--- config.mk ---
export PLATFORM = sky130hd
export DESIGN_NAME = instr_sequencer_flat
export DESIGN_NICKNAME = d
export VERILOG_FILES = /design/src/rtl/instr_sequencer_if.sv /design/src/rtl/instr_sequencer.sv /design/src/flat_wrapper.sv
export SDC_FILE = /design/constraint.sdc
export NUM_CORES = 1
export LEC_CHECK = 0
export CAP_MARGIN = 10
export CORE_ASPECT_RATIO = 1.5
export CORE_MARGIN = 2
export CORE_UTILIZATION = 45
export CTS_CLUSTER_DIAMETER = 60
export CTS_CLUSTER_SIZE = 20
export DETAILED_ROUTE_END_ITERATION = 8
export PLACE_DENSITY = 0.79
export SLEW_MARGIN = 20
export SYNTH_ARGS = -nofsm -noshare
export SYNTH_HDL_FRONTEND = slang
export SYNTH_SLANG_ARGS = --single-unit
--- constraint.sdc ---
create_clock -name clk -period 2.9 [get_ports clk]
set_input_delay 0.29 -clock clk [delete_from_list [all_inputs] [get_ports clk]]
set_output_delay 0.29 -clock clk [all_outputs]
set_load 0.01 [all_outputs]
--- src/rtl/instr_sequencer_if.sv ---
// ---------------------------------------------------------------------------
// instr_sequencer_if
// Bundles the fetch handshake and the datapath control strobes that connect
// the instruction sequencer to the rest of the core.
//
//   slave  modport : the sequencer itself
//   master modport : the fetch unit / datapath side that drives it
//
// Signals (direction seen from the sequencer):
//   Op_code    in  32         instruction word, type in Op_code[27:24]
//   ins_valid  in  1          fetch unit presents Op_code
//   ins_ready  out 1          sequencer accepts Op_code this cycle
//   cond_true  in  1          condition-unit result
//   mem_req    out 1          RAM request, held until acknowledged
//   mem_we     out 1          RAM write qualifier
//   mem_ack    in  1          RAM completion
//   falu_start out 1          FALU start pulse
//   falu_done  in  1          FALU completion
//   reg_we     out 1          register-file write pulse
//   pc_inc     out 1          PC +1 pulse
//   pc_load    out 1          PC load pulse
//   sp_inc     out 1          stack pointer +1 pulse
//   sp_dec     out 1          stack pointer -1 pulse
//   halted     out 1          core stopped
//   fault      out 1          illegal opcode or memory timeout
//   retired    out CNT_WIDTH  count of completed instructions
// ---------------------------------------------------------------------------
interface instr_sequencer_if #(
    parameter int CNT_WIDTH = 16
);
    logic [31:0]          Op_code;
    logic                 ins_valid;
    logic                 ins_ready;
    logic                 cond_true;
    logic                 mem_req;
    logic                 mem_we;
    logic                 mem_ack;
    logic                 falu_start;
    logic                 falu_done;
    logic                 reg_we;
    logic                 pc_inc;
    logic                 pc_load;
    logic                 sp_inc;
    logic                 sp_dec;
    logic                 halted;
    logic                 fault;
    logic [CNT_WIDTH-1:0] retired;

    modport slave (
        input  Op_code, ins_valid, cond_true, mem_ack, falu_done,
        output ins_ready, mem_req, mem_we, falu_start, reg_we, pc_inc,
               pc_load, sp_inc, sp_dec, halted, fault, retired
    );

    modport master (
        output Op_code, ins_valid, cond_true, mem_ack, falu_done,
        input  ins_ready, mem_req, mem_we, falu_start, reg_we, pc_inc,
               pc_load, sp_inc, sp_dec, halted, fault, retired
    );
endinterface

--- src/rtl/instr_sequencer.sv ---
// ---------------------------------------------------------------------------
// instr_sequencer
// Multi-cycle control sequencer. Accepts one instruction per handshake,
// latches its type field and then steps the ALU / FALU / condition / jump /
// RAM / stack datapaths through the per-cycle enables on the bus.
//
// Ports:
//   clk  in  single clock, all state on the rising edge
//   rst  in  synchronous active-high reset
//   bus  instr_sequencer_if.slave (fetch handshake + datapath strobes)
//
// Parameters:
//   MEM_TIMEOUT  cycles mem_req may stay unacknowledged before a fault (1..255)
//   CNT_WIDTH    width of the retired-instruction counter
//
// Build option:
//   INSTR_SEQ_FALU_EN  when defined, FALU instructions start the FALU and
//                      wait for falu_done; otherwise FALU is an illegal type.
// ---------------------------------------------------------------------------
module instr_sequencer #(
    parameter int MEM_TIMEOUT = 15,
    parameter int CNT_WIDTH   = 16
) (
    input  logic              clk,
    input  logic              rst,
    instr_sequencer_if.slave  bus
);

    typedef enum logic [2:0] {
        S_FETCH = 3'd0,
        S_EXEC  = 3'd1,
        S_MEM   = 3'd2,
`ifdef INSTR_SEQ_FALU_EN
        S_FWAIT = 3'd3,
`endif
        S_HALT  = 3'd4,
        S_FAULT = 3'd5
    } state_t;

    localparam logic [3:0] T_ALU   = 4'd0;
    localparam logic [3:0] T_FALU  = 4'd1;
    localparam logic [3:0] T_COND  = 4'd2;
    localparam logic [3:0] T_JUMP  = 4'd3;
    localparam logic [3:0] T_SAVE  = 4'd4;
    localparam logic [3:0] T_LOAD  = 4'd5;
    localparam logic [3:0] T_HALT  = 4'd6;
    localparam logic [3:0] T_PUSH  = 4'd7;
    localparam logic [3:0] T_POP   = 4'd8;
    localparam logic [3:0] T_CALL  = 4'd9;
    localparam logic [3:0] T_RET   = 4'd10;

    localparam logic [8:0] TIMEOUT_LIM = 9'(MEM_TIMEOUT);

    state_t               r_state;
    logic [3:0]           r_type;
    logic [7:0]           r_timeout;
    logic [CNT_WIDTH-1:0] r_retired;

    state_t     w_nextState;
    logic       w_insReady;
    logic       w_memReq;
    logic       w_memWe;
    logic       w_regWe;
    logic       w_pcInc;
    logic       w_pcLoad;
    logic       w_spInc;
    logic       w_spDec;
    logic       w_halted;
    logic       w_fault;
    logic       w_complete;
    logic       w_timeoutHit;
    logic [8:0] w_reqCount;
    logic       w_unused;
`ifdef INSTR_SEQ_FALU_EN
    logic       w_faluStart;
`endif

    // r_timeout holds how many request cycles have already gone by without
    // an ack. The EXEC cycle counts as the first one because mem_req is
    // already on the bus there, so mem_req is high MEM_TIMEOUT cycles in
    // total before the sequencer gives up.
    assign w_reqCount   = {1'b0, r_timeout} + 9'd1;
    assign w_timeoutHit = (w_reqCount >= TIMEOUT_LIM);

    // Output and next-state decode. Everything comes from the state, the
    // latched type and the live completion/condition inputs, never from the
    // raw Op_code.
    always_comb begin
        w_nextState = r_state;
        w_insReady  = 1'b0;
        w_memReq    = 1'b0;
        w_memWe     = 1'b0;
        w_regWe     = 1'b0;
        w_pcInc     = 1'b0;
        w_pcLoad    = 1'b0;
        w_spInc     = 1'b0;
        w_spDec     = 1'b0;
        w_halted    = 1'b0;
        w_fault     = 1'b0;
        w_complete  = 1'b0;
`ifdef INSTR_SEQ_FALU_EN
        w_faluStart = 1'b0;
`endif
        case (r_state)
            S_FETCH: begin
                w_insReady = 1'b1;
                if (bus.ins_valid) begin
                    w_nextState = S_EXEC;
                end
            end
            S_EXEC: begin
                case (r_type)
                    T_ALU: begin
                        w_regWe     = 1'b1;
                        w_pcInc     = 1'b1;
                        w_complete  = 1'b1;
                        w_nextState = S_FETCH;
                    end
                    T_COND: begin
                        w_pcLoad    = bus.cond_true;
                        w_pcInc     = ~bus.cond_true;
                        w_complete  = 1'b1;
                        w_nextState = S_FETCH;
                    end
                    T_JUMP: begin
                        w_pcLoad    = 1'b1;
                        w_complete  = 1'b1;
                        w_nextState = S_FETCH;
                    end
                    T_SAVE, T_PUSH, T_CALL: begin
                        w_memReq    = 1'b1;
                        w_memWe     = 1'b1;
                        w_nextState = S_MEM;
                    end
                    T_LOAD: begin
                        w_memReq    = 1'b1;
                        w_nextState = S_MEM;
                    end
                    // The stack pointer is pre-decremented so the read
                    // address is already correct for the request.
                    T_POP, T_RET: begin
                        w_spDec     = 1'b1;
                        w_memReq    = 1'b1;
                        w_nextState = S_MEM;
                    end
                    T_HALT: begin
                        w_nextState = S_HALT;
                    end
`ifdef INSTR_SEQ_FALU_EN
                    T_FALU: begin
                        w_faluStart = 1'b1;
                        w_nextState = S_FWAIT;
                    end
`else
                    T_FALU: begin
                        w_nextState = S_FAULT;
                    end
`endif
                    default: begin
                        w_nextState = S_FAULT;
                    end
                endcase
            end
            S_MEM: begin
                w_memReq = 1'b1;
                w_memWe  = (r_type == T_SAVE) || (r_type == T_PUSH) ||
                           (r_type == T_CALL);
                // An ack arriving together with the timeout limit still
                // completes the access.
                if (bus.mem_ack) begin
                    w_complete  = 1'b1;
                    w_nextState = S_FETCH;
                    case (r_type)
                        T_SAVE: begin
                            w_pcInc = 1'b1;
                        end
                        T_LOAD, T_POP: begin
                            w_regWe = 1'b1;
                            w_pcInc = 1'b1;
                        end
                        T_PUSH: begin
                            w_spInc = 1'b1;
                            w_pcInc = 1'b1;
                        end
                        T_CALL: begin
                            w_spInc  = 1'b1;
                            w_pcLoad = 1'b1;
                        end
                        T_RET: begin
                            w_pcLoad = 1'b1;
                        end
                        default: begin
                            w_pcInc = 1'b0;
                        end
                    endcase
                end else if (w_timeoutHit) begin
                    w_nextState = S_FAULT;
                end
            end
`ifdef INSTR_SEQ_FALU_EN
            S_FWAIT: begin
                if (bus.falu_done) begin
                    w_regWe     = 1'b1;
                    w_pcInc     = 1'b1;
                    w_complete  = 1'b1;
                    w_nextState = S_FETCH;
                end
            end
`endif
            S_HALT: begin
                w_halted = 1'b1;
            end
            S_FAULT: begin
                w_halted = 1'b1;
                w_fault  = 1'b1;
            end
            default: begin
                w_nextState = S_FAULT;
            end
        endcase
    end

    // State, latched type, memory timeout counter and retired counter.
    always_ff @(posedge clk) begin
        if (rst) begin
            r_state   <= S_FETCH;
            r_type    <= 4'd0;
            r_timeout <= 8'd0;
            r_retired <= '0;
        end else begin
            r_state <= w_nextState;
            if (r_state == S_FETCH && bus.ins_valid) begin
                r_type <= bus.Op_code[27:24];
            end
            if (r_state == S_EXEC) begin
                r_timeout <= 8'd1;
            end else if (r_state == S_MEM && !bus.mem_ack) begin
                r_timeout <= r_timeout + 8'd1;
            end
            if (w_complete) begin
                r_retired <= r_retired + {{(CNT_WIDTH-1){1'b0}}, 1'b1};
            end
        end
    end

    // While reset is held every output is forced low, since the state
    // register only becomes defined on the first reset edge.
    assign bus.ins_ready = w_insReady & ~rst;
    assign bus.mem_req   = w_memReq   & ~rst;
    assign bus.mem_we    = w_memWe    & ~rst;
    assign bus.reg_we    = w_regWe    & ~rst;
    assign bus.pc_inc    = w_pcInc    & ~rst;
    assign bus.pc_load   = w_pcLoad   & ~rst;
    assign bus.sp_inc    = w_spInc    & ~rst;
    assign bus.sp_dec    = w_spDec    & ~rst;
    assign bus.halted    = w_halted   & ~rst;
    assign bus.fault     = w_fault    & ~rst;
    assign bus.retired   = rst ? '0 : r_retired;

`ifdef INSTR_SEQ_FALU_EN
    assign bus.falu_start = w_faluStart & ~rst;
    assign w_unused       = ^{bus.Op_code[31:28], bus.Op_code[23:0]};
`else
    assign bus.falu_start = 1'b0;
    assign w_unused       = ^{bus.Op_code[31:28], bus.Op_code[23:0], bus.falu_done};
`endif

endmodule

--- src/flat_wrapper.sv ---
// flat-port wrapper written by rule: the top's interface ports become plain ports
module instr_sequencer_flat 
#(
    parameter int MEM_TIMEOUT = 15,
    parameter int CNT_WIDTH   = 16
)
  (clk, rst, bus_Op_code, bus_ins_valid, bus_cond_true, bus_mem_ack, bus_falu_done, bus_ins_ready, bus_mem_req, bus_mem_we, bus_falu_start, bus_reg_we, bus_pc_inc, bus_pc_load, bus_sp_inc, bus_sp_dec, bus_halted, bus_fault, bus_retired);
  instr_sequencer_if #(.CNT_WIDTH(CNT_WIDTH)) bus_i ();
  input  logic clk;
  input  logic rst;
  input wire logic [$bits(bus_i.Op_code)-1:0] bus_Op_code;
  input wire logic [$bits(bus_i.ins_valid)-1:0] bus_ins_valid;
  input wire logic [$bits(bus_i.cond_true)-1:0] bus_cond_true;
  input wire logic [$bits(bus_i.mem_ack)-1:0] bus_mem_ack;
  input wire logic [$bits(bus_i.falu_done)-1:0] bus_falu_done;
  output wire logic [$bits(bus_i.ins_ready)-1:0] bus_ins_ready;
  output wire logic [$bits(bus_i.mem_req)-1:0] bus_mem_req;
  output wire logic [$bits(bus_i.mem_we)-1:0] bus_mem_we;
  output wire logic [$bits(bus_i.falu_start)-1:0] bus_falu_start;
  output wire logic [$bits(bus_i.reg_we)-1:0] bus_reg_we;
  output wire logic [$bits(bus_i.pc_inc)-1:0] bus_pc_inc;
  output wire logic [$bits(bus_i.pc_load)-1:0] bus_pc_load;
  output wire logic [$bits(bus_i.sp_inc)-1:0] bus_sp_inc;
  output wire logic [$bits(bus_i.sp_dec)-1:0] bus_sp_dec;
  output wire logic [$bits(bus_i.halted)-1:0] bus_halted;
  output wire logic [$bits(bus_i.fault)-1:0] bus_fault;
  output wire logic [$bits(bus_i.retired)-1:0] bus_retired;
  assign bus_i.Op_code = bus_Op_code;
  assign bus_i.ins_valid = bus_ins_valid;
  assign bus_i.cond_true = bus_cond_true;
  assign bus_i.mem_ack = bus_mem_ack;
  assign bus_i.falu_done = bus_falu_done;
  assign bus_ins_ready = bus_i.ins_ready;
  assign bus_mem_req = bus_i.mem_req;
  assign bus_mem_we = bus_i.mem_we;
  assign bus_falu_start = bus_i.falu_start;
  assign bus_reg_we = bus_i.reg_we;
  assign bus_pc_inc = bus_i.pc_inc;
  assign bus_pc_load = bus_i.pc_load;
  assign bus_sp_inc = bus_i.sp_inc;
  assign bus_sp_dec = bus_i.sp_dec;
  assign bus_halted = bus_i.halted;
  assign bus_fault = bus_i.fault;
  assign bus_retired = bus_i.retired;
  instr_sequencer #(.MEM_TIMEOUT(MEM_TIMEOUT), .CNT_WIDTH(CNT_WIDTH)) u_core (.clk(clk), .rst(rst), .bus(bus_i));
endmodule
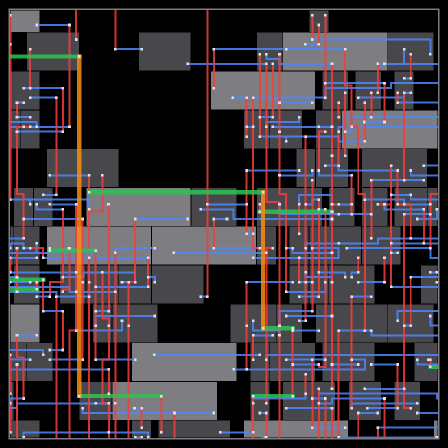
**Above:** run 1 (layout detail).
Window x 14 to 44, y 45 to 75 µm. Cells in grey, sequential cells in the stronger grey; small squares are vias.
| layer | colour |
|---|---|
| met4 | orange |
| met3 | green |
| met2 | red |
| met1 | blue |
sequential cells in the window: 8
cells with their middle in the window: 61
netlist names of flops here include: u_core.r_timeout (5), u_core.r_retired (3)
most frequent: nor2_1 (8), dfxtp_1 (8), nand3_1 (5)

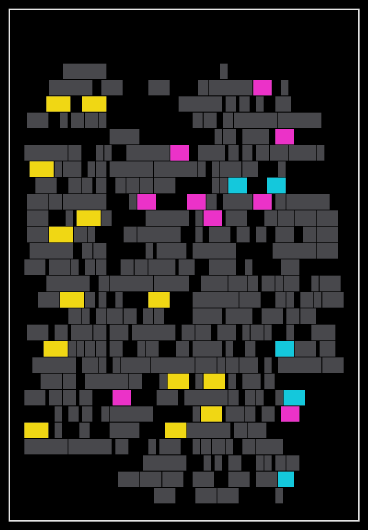
**Above:** run 1 (gate families picked out).
(6 px per µm)
| family | colour | cells |
|---|---|---|
| multiplexers | yellow | 13 |
| AND-OR and OR-AND gates | cyan | 5 |
| XOR/XNOR gates | magenta | 9 |

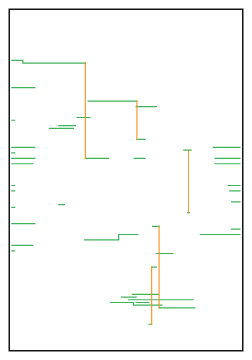
**Above:** run 1 (routed metal, one colour a layer).
(4 px per µm) Only two layers are drawn.
| layer | colour | wire length |
|---|---|---|
| met3 | green | 214 µm |
| met4 | orange | 83.6 µm |
total number of vias: 1830
final WL: 4440 µm
wire length per cell: 13.8 µm

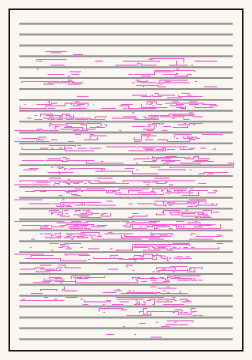
**Above:** run 1 (the metal 1 layer).
(4 px per µm) Supply wires on this layer in grey.
longest straight run: 17.9 µm
wire length on this layer: 1970 µm
nets with wire on the layer: 254
main direction: horizontal

==> run notes, run 1 <==
fresh numbers from the pnr run: status=finished clean, Die ar.=4930 µm², class of the worst hold path=register to register, non-filler cells, final=321, layout cell share with drive strength beyond 1=10.9%, worst slack, placed=370 ps, biggest area cells=dfxtp_1 32%, nor2_1 6.5%, nor2b_1 5.7%, mux2_2 4.6%, nand2_1 3.8%, most frequent cells in the layout=34 x nor2_1, 34 x clkdlybuf4s50_1, 30 x dfxtp_1, port bufs=34, Final Util=57.3%, Comb power frac=14.0%, crit-path cells=or3b_4 > or3_1 > a21o_1 > a211oi_2 > clkdlybuf4s50_1, startpoint types=register, worst hold start=u_core.r_retired[10], Critical-path top delay cell=clkdlybuf4s50_1, largest net degree at the start of global routing=39, WHS=540 ps, sequential-to-total area share from yosys stat=31.5%, EDFF count, synth=0, Peak VDD IR=0.285 mV, WL met1=1970 µm, num rows=29, met3 Use GR=3.81%, total negative setup slack=0 ps, met2 global-route usage=28.8%, fin worst setup slack=154 ps, PD cells=407 nW/µm², number of clock buffers in the layout=8, Max FO, Critical Path=13, design area=2410 µm²
--- run 2 (diff from run 1) ---
Settings changed: ABC_AREA set to 0.
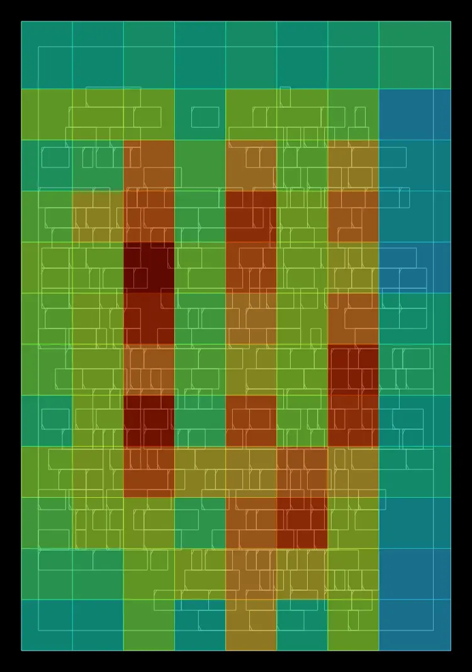
**Above:** run 2 (routing congestion map).
met3 Use GR: 3.81%
GRT Total Usage: 18.2%
Final Util: 57.3%
met2 global-route usage: 28.8%
GRT met1 Usage: 22.8%

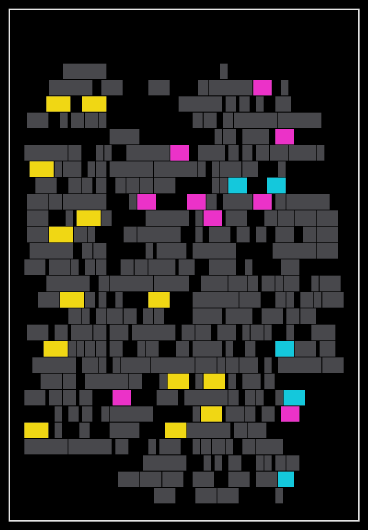
**Above:** run 2 (gate families picked out).
(6 px per µm)
| family | colour | cells |
|---|---|---|
| XOR/XNOR gates | magenta | 9 |
| multiplexers | yellow | 13 |
| AND-OR and OR-AND gates | cyan | 5 |

==> run 2 against run 1 <==
Compared with the run above:
- clock skew unchanged
- largest power group unchanged
- sequential cell count stayed put
- cell area did not move
- critical endpoint unchanged
- fmax did not move
- critical path type unchanged
- core utilization unchanged
==> run notes, run 2 <==
fresh numbers from the pnr run: total number of vias=1830, PD cells=407 nW/µm², Peak VDD IR=0.285 mV, num rows=29, registers=31, total negative setup slack=0 ps, largest net degree at the start of global routing=39, crit-path cells=or3b_4 > or3_1 > a21o_1 > a211oi_2 > clkdlybuf4s50_1, WHS=540 ps, worst slack, placed=370 ps, design area=2410 µm², number of clock buffers in the layout=8, layout cell share with drive strength beyond 1=10.9%, non-filler cells, final=321, EDFF count, synth=0, CP top delay family=simple AND/OR/NAND/NOR gates, crit path DRT=2610 ps, startpoint types=register, final WL=4440 µm, Die ar.=4930 µm², class of the worst hold path=register to register, Comb power frac=14.0%, wire length per cell=13.8 µm, sequential power=467 µW, fin worst setup slack=154 ps, status=finished clean, area reported by Yosys stat=1970 µm², port bufs=34, Max FO, Critical Path=13, Critical-path top delay cell=clkdlybuf4s50_1, biggest area cells=dfxtp_1 32%, nor2_1 6.5%, nor2b_1 5.7%, mux2_2 4.6%, nand2_1 3.8%, most frequent cells in the layout=34 x nor2_1, 34 x clkdlybuf4s50_1, 30 x dfxtp_1
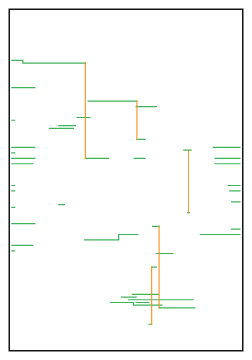
**Above:** run 2 (routed metal, one colour a layer).
(4 px per µm) Only two layers are drawn.
| layer | colour | wire length |
|---|---|---|
| met4 | orange | 83.6 µm |
| met3 | green | 214 µm |

**Run 2: layout detail**

Window x 14 to 44, y 45 to 75 µm. Cells in grey, sequential cells in the stronger grey; small squares are vias.
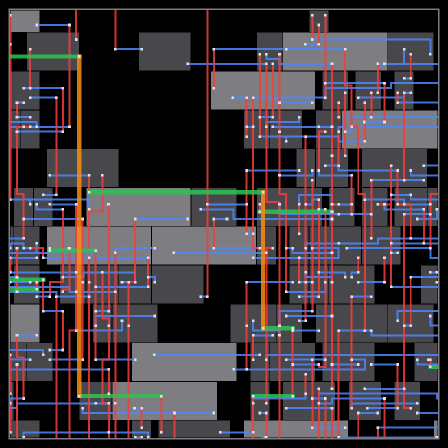

--- run 3 (diff from run 2) ---
Settings changed: CAP_MARGIN 10 to 20, CTS_BUF_LIST set to sky130_fd_sc_hd__clkbuf_4 sky130_fd_sc_hd__clkbuf_8, PLACE_DENSITY 0.79 to 0.76.
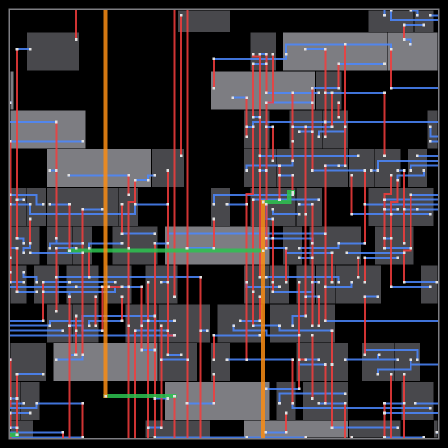
**Above:** run 3 (layout detail).
Window x 14 to 44, y 45 to 75 µm. Cells in grey, sequential cells in the stronger grey; small squares are vias.
| layer | colour |
|---|---|
| met3 | green |
| met4 | orange |
| met1 | blue |
| met2 | red |
sequential cells in the window: 7
netlist names of flops here include: u_core.r_timeout (4), u_core.r_retired (3)
cells with their middle in the window: 64
most frequent: nor2_1 (10), dfxtp_1 (7)

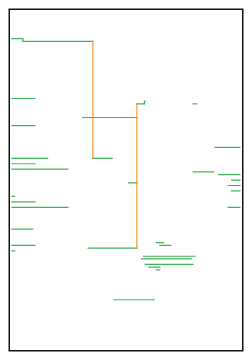
**Above:** run 3 (routed metal, one colour a layer).
(4 px per µm) Only two layers are drawn.
| layer | colour | wire length |
|---|---|---|
| met3 | green | 212 µm |
| met4 | orange | 65.3 µm |
total number of vias: 1836
wire length per cell: 13.6 µm
GRT Total Usage: 18.5%

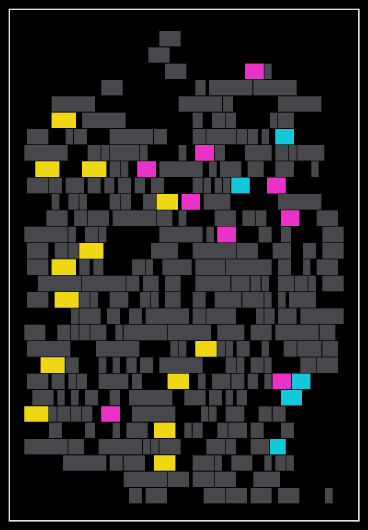
**Above:** run 3 (gate families picked out).
(6 px per µm)
| family | colour | cells |
|---|---|---|
| AND-OR and OR-AND gates | cyan | 5 |
| XOR/XNOR gates | magenta | 9 |
| multiplexers | yellow | 13 |

==> run 3 against run 2 <==
Compared with the run above:
- cell area grew 0.10%
- power shrank 3.2%
- setup slack gained 48 ps
- critical path type unchanged
==> run notes, run 3 <==
fresh numbers from the pnr run: biggest area cells=dfxtp_1 32%, nor2_1 6.5%, nor2b_1 5.7%, mux2_2 4.6%, nand2_1 3.8%, CP top delay family=simple AND/OR/NAND/NOR gates, status=finished clean, layout cell share with drive strength beyond 1=11.6%, non-filler cells, final=322, WL met1=1800 µm, final WL=4370 µm, registers=31, Critical-path top delay cell=clkdlybuf4s50_1, crit path DRT=2610 ps, sequential power=465 µW, crit-path cells=or3b_4 > or3_1 > a21o_1 > a211oi_2 > clkdlybuf4s50_1, largest net degree at the start of global routing=21, startpoint types=register, num rows=29, EDFF count, synth=0, worst slack, placed=372 ps, worst hold start=u_core.r_retired[10], port bufs=34, Peak VDD IR=0.316 mV, sequential-to-total area share from yosys stat=31.5%, class of the worst hold path=register to register, fin worst setup slack=202 ps, area reported by Yosys stat=1970 µm², most frequent cells in the layout=34 x nor2_1, 34 x clkdlybuf4s50_1, 30 x dfxtp_1, design area=2420 µm², PD cells=394 nW/µm², number of clock buffers in the layout=6, total negative setup slack=0 ps
Power is estimated from default activity; no workload was simulated.
